**M1 wires**

Drawn at 1 px/µm. Supply wires on this layer in gray.
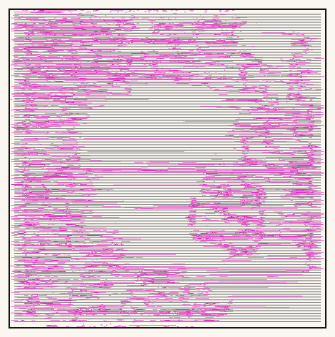
**Routed clock nets over the placement**

Drawn at 1 px/µm.
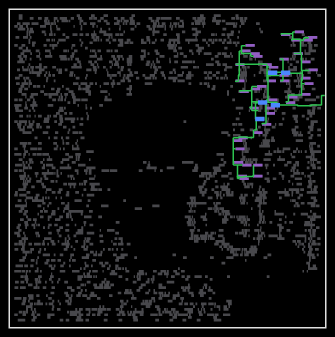
**Gate families picked out**

Drawn at 1.5 px/µm.
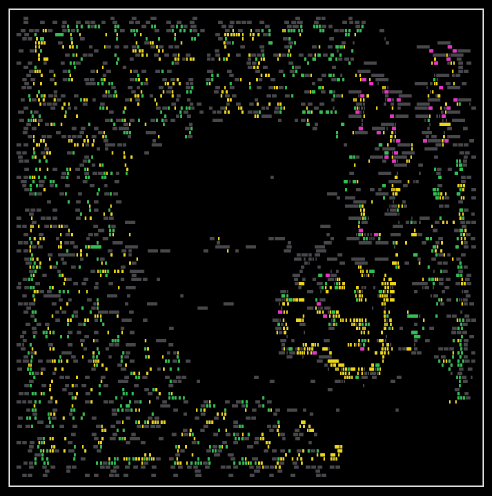
$ cat src/rtl/axis_tap_stream_arbiter.sv
// Round-robin arbiter that merges NUM_SRC AXI tap streams onto one AXI-Stream output,
// prefixing each packet with a header beat {source id, sequence number}.
module axis_tap_stream_arbiter #(
  parameter int NUM_SRC           = 5,
  parameter int DATA_WIDTH        = 128,
  parameter int STREAM_TYPE_WIDTH = 3,
  parameter int MAX_BEATS         = 64
) (
  input  logic                          clk,
  input  logic                          reset,
  input  logic                          enable,
  input  logic [NUM_SRC-1:0]            src_valid,
  input  logic [NUM_SRC-1:0]            src_in_progress,
  input  logic [NUM_SRC*DATA_WIDTH-1:0] src_data,
  output logic [NUM_SRC-1:0]            src_ready,
  output logic [DATA_WIDTH-1:0]         m_tdata,
  output logic                          m_tvalid,
  output logic                          m_tlast,
  input  logic                          m_tready,
  output logic                          busy,
  output logic [STREAM_TYPE_WIDTH-1:0]  cur_src,
  output logic [15:0]                   pkt_count
);

  localparam int BW = (MAX_BEATS > 1) ? $clog2(MAX_BEATS) : 1;

  typedef enum logic [1:0] {IDLE, HEADER, PAYLOAD} state_t;

  state_t                       state, state_nxt;
  logic [STREAM_TYPE_WIDTH-1:0] cur_src_nxt;
  logic [STREAM_TYPE_WIDTH-1:0] winner;
  logic                         found;
  logic [15:0]                  seq;
  logic [BW-1:0]                beat_cnt;
  logic                         tap_valid, tap_more;
  logic [DATA_WIDTH-1:0]        tap_data;
  logic                         beat_last;

  // Round-robin search starting one past the previous winner.
  always_comb begin
    int idx;
    idx    = 0;
    winner = cur_src;
    found  = 1'b0;
    for (int k = 1; k <= NUM_SRC; k++) begin
      idx = (int'(cur_src) + k) % NUM_SRC;
      if (!found && src_valid[idx]) begin
        found  = 1'b1;
        winner = STREAM_TYPE_WIDTH'(idx);
      end
    end
  end

  always_comb begin
    tap_valid = 1'b0;
    tap_more  = 1'b0;
    tap_data  = '0;
    for (int i = 0; i < NUM_SRC; i++) begin
      if (cur_src == STREAM_TYPE_WIDTH'(i)) begin
        tap_valid = src_valid[i];
        tap_more  = src_in_progress[i];
        tap_data  = src_data[i*DATA_WIDTH +: DATA_WIDTH];
      end
    end
  end

  assign beat_last = (beat_cnt == BW'(MAX_BEATS - 1));

  // NOTE: every output of this block gets a default before the case so no path
  // leaves a variable unassigned, which would otherwise infer a latch.
  always_comb begin
    state_nxt   = state;
    cur_src_nxt = cur_src;
    src_ready   = '0;
    m_tvalid    = 1'b0;
    m_tlast     = 1'b0;
    m_tdata     = '0;
    case (state)
      IDLE: begin
        if (enable && found) begin
          cur_src_nxt = winner;
          state_nxt   = HEADER;
        end
      end
      HEADER: begin
        m_tvalid                                  = 1'b1;
        m_tdata[DATA_WIDTH-1 -: STREAM_TYPE_WIDTH] = cur_src;
        m_tdata[15:0]                             = seq;
        if (m_tready) state_nxt = PAYLOAD;
      end
      PAYLOAD: begin
        for (int i = 0; i < NUM_SRC; i++) begin
          if (cur_src == STREAM_TYPE_WIDTH'(i)) src_ready[i] = m_tready;
        end
        m_tvalid = tap_valid;
        m_tdata  = tap_data;
        m_tlast  = tap_valid && (!tap_more || beat_last);
        if (tap_valid && m_tready && m_tlast) state_nxt = IDLE;
      end
      default: state_nxt = IDLE;
    endcase
  end

  // NOTE: sequential state uses non-blocking assignments so all registers
  // update together from the values present before the edge.
  always_ff @(posedge clk or posedge reset) begin
    if (reset) begin
      state     <= IDLE;
      cur_src   <= STREAM_TYPE_WIDTH'(NUM_SRC - 1);
      seq       <= '0;
      beat_cnt  <= '0;
      pkt_count <= '0;
    end else begin
      state   <= state_nxt;
      cur_src <= cur_src_nxt;
      if (state == HEADER && m_tready) begin
        seq      <= seq + 16'd1;
        beat_cnt <= '0;
      end
      if (state == PAYLOAD && tap_valid && m_tready) begin
        beat_cnt <= beat_cnt + BW'(1);
        if (m_tlast) pkt_count <= pkt_count + 16'd1;
      end
    end
  end

  assign busy = (state != IDLE);

endmodule

$ cat config.mk
export PLATFORM = sky130hd
export DESIGN_NAME = axis_tap_stream_arbiter
export DESIGN_NICKNAME = d
export VERILOG_FILES = /design/src/rtl/axis_tap_stream_arbiter.sv
export SDC_FILE = /design/constraint.sdc
export NUM_CORES = 1
export LEC_CHECK = 0
export ABC_AREA = 1
export CAP_MARGIN = 20
export CORE_AREA = 4 4 311 313
export DETAILED_ROUTE_END_ITERATION = 10
export DIE_AREA = 0 0 315 317
export HOLD_SLACK_MARGIN = 0.08
export PLACE_DENSITY_LB_ADDON = 0.08
export SYNTH_ARGS = -nofsm -noshare
export SYNTH_HDL_FRONTEND = slang
export SYNTH_SLANG_ARGS = --single-unit
$ cat constraint.sdc
create_clock -name clk -period 4.24 [get_ports clk]
set_input_delay 1.272 -clock clk [delete_from_list [all_inputs] [get_ports clk]]
set_output_delay 1.272 -clock clk [all_outputs]
set_load 0.02 [all_outputs]
==> flow_results.xml <==
<?xml version="1.0" encoding="UTF-8"?>
<metrics>
  <group name="pwr">
    <metric name="power.share.sequential" unit="%">4.6</metric>
    <metric name="comb-power" unit="mW">11.7</metric>
    <metric name="vdd_drop_max" unit="V">0.000327</metric>
    <metric name="power.share.switching" unit="%">59.6</metric>
  </group>
  <group name="yosys">
    <metric name="floorplan.nets" unit="">2419</metric>
    <metric name="synth_top_cell_by_count" unit="">nand2_1</metric>
    <metric name="ys_async_sr_fraction" unit="%">100</metric>
    <metric name="synth_xor_xnor_area_share" unit="%">3.24</metric>
    <metric name="synth_compound_gate_area_share" unit="%">31.7</metric>
    <metric name="chip_area_estimate_from_yosys_synthesis" unit="µm²">9450</metric>
    <metric name="synthesized_instance_count" unit="">1732</metric>
    <metric name="ys_cells" unit="">1732</metric>
    <metric name="post_synth_instance_area" unit="µm²">9450</metric>
    <metric name="synthFlopType" unit="">dfrtp_1</metric>
  </group>
  <group name="timing">
    <metric name="timing.final.setup_violations" unit="">1</metric>
    <metric name="worst_setup_skew_after_layout" unit="ps">11.8</metric>
    <metric name="tightestPinTransition" unit="ps">745</metric>
    <metric name="grt_setup_unrepaired" unit="">yes</metric>
    <metric name="layout_setup_ws" unit="ps">-99.7</metric>
  </group>
  <group name="route">
    <metric name="drc" unit="">0</metric>
    <metric name="drt-wirelength-per-cell" unit="µm">23.4</metric>
  </group>
  <group name="setup_path">
    <metric name="largest_stage_delay_on_the_critical_path" unit="ps">480</metric>
    <metric name="critPathKind" unit="">input port to primary output</metric>
    <metric name="worstPathRequired" unit="ps">2970</metric>
  </group>
  <group name="floorplanning">
    <metric name="num_rows" unit="">113</metric>
  </group>
  <group name="status">
    <metric name="result_of_the_run" unit="">finished, violations left</metric>
    <metric name="violated_checks" unit="">negative setup slack</metric>
  </group>
  <group name="clocking">
    <metric name="clock_sink_count" unit="">43</metric>
    <metric name="cts-root-buf" unit="">clkbuf_16</metric>
    <metric name="ctsLongestPathBuffers" unit="">2</metric>
  </group>
  <group name="global_route">
    <metric name="grt_antenna_before_repair" unit="">56</metric>
    <metric name="maximum_number_of_pins_on_one_net_before_global_route_repair" unit="">75</metric>
    <metric name="grt_first_pass_wirelength" unit="µm">121000</metric>
  </group>
  <group name="placement">
    <metric name="gp_congestion" unit="">0.885</metric>
  </group>
  <group name="finish">
    <metric name="drive_above_1_share" unit="%">11.4</metric>
    <metric name="syn2layout_area_growth" unit="%">117</metric>
    <metric name="final_area" unit="µm²">20500</metric>
  </group>
  <group name="flow_run">
    <metric name="cap_viol_max_count" unit="">0</metric>
  </group>
  <group name="worst_hold_path">
    <metric name="min-delay-path-class" unit="">flop to flop</metric>
  </group>
</metrics>
About 'M1 wires':
nets with wire on the layer: 2918
longest straight run: 149 µm
routed wire length: 89500 µm
grt met1 use: 19.0%

About 'routed clock nets over the placement':
legend:
  clock wires:
    color: green
    length: 700 µm
  cells driving clock nets:
    color: blue
    count: 5
  flip-flops:
    color: purple
    count: 43
routed clock nets: 6

About 'gate families picked out':
legend:
  NAND gates:
    color: yellow
    cells: 761
    most_used: nand2_1
    where: spread over the die
  inverting AOI/OAI gates:
    color: green
    cells: 565
    most_used: o21ai_0
    where: spread over the die
  XOR/XNOR gates:
    color: magenta
    cells: 35
    most_used: xor2_1
post-layout instance count excluding filler cells: 3829
most frequent logic cell in the layout: clkdlybuf4s50_1
combinational fraction of the cell area: 37.0%

path summary, 6_finish.rpt:
path | start | end | slack [ps] | depth (start not counted)
min in group asynchronous | reset | pkt_count[10]$_DFFE_PP0P_ | 1430 | 3
worst max register to register | cur_src[2]$_DFFE_PP1P_ | cur_src[2]$_DFFE_PP1P_ | 390 | 20
worst min register to register | seq[15]$_DFFE_PP0P_ | seq[15]$_DFFE_PP0P_ | 490 | 1
worst max-delay path | src_data[15] | m_tdata[15] | -100 | 9
max in group asynchronous | reset | cur_src[0]$_DFFE_PP0P_ | 2340 | 3
worst min-delay path | seq[15]$_DFFE_PP0P_ | seq[15]$_DFFE_PP0P_ | 490 | 1
routing by layer:
metal | share of wire, % | GRT usage, % | wire length, µm | vias to the layer above
met5 | 0.22 | 0 | 195 | -
met4 | 1.5 | 2.14 | 1340 | 30
met3 | 7.5 | 4.95 | 6760 | 110
met2 | 52 | 31.5 | 46200 | 577
met1 | 39 | 19.0 | 35000 | 7222
li1 | - | - | - | 7632
sequential cells by signal, summed over array words and instances (netlist names):
name       count
beat_cnt       6
cur_src        3
pkt_count     16
seq           16
state          2
per-stage QoR:
stage               hold WS (ps)  power, mW  TNS, ps
floorplan                    445       7.13        0
global placement             468       12.1    -8600
detailed placement           466       12.2    -8560
CTS                          479       12.8     -361
global route                 506       14.1     -270
finish                       488       12.6    -99.7
final cells by class:
class	instances	area [µm²]	area share (%)
antenna	15	37.5	0.183
clock buffer	5	125	0.610
clock inverter	3	23.8	0.116
inverter	85	385	1.88
multi-input combinational	1454	7590	37.0
sequential	43	1080	5.26
tap	1265	1580	7.72
timing repair buffer	957	9660	47.1
timing repair inverter	2	17.5	0.0854
Power figures rest on the tool's default switching activity, not on a simulated workload.
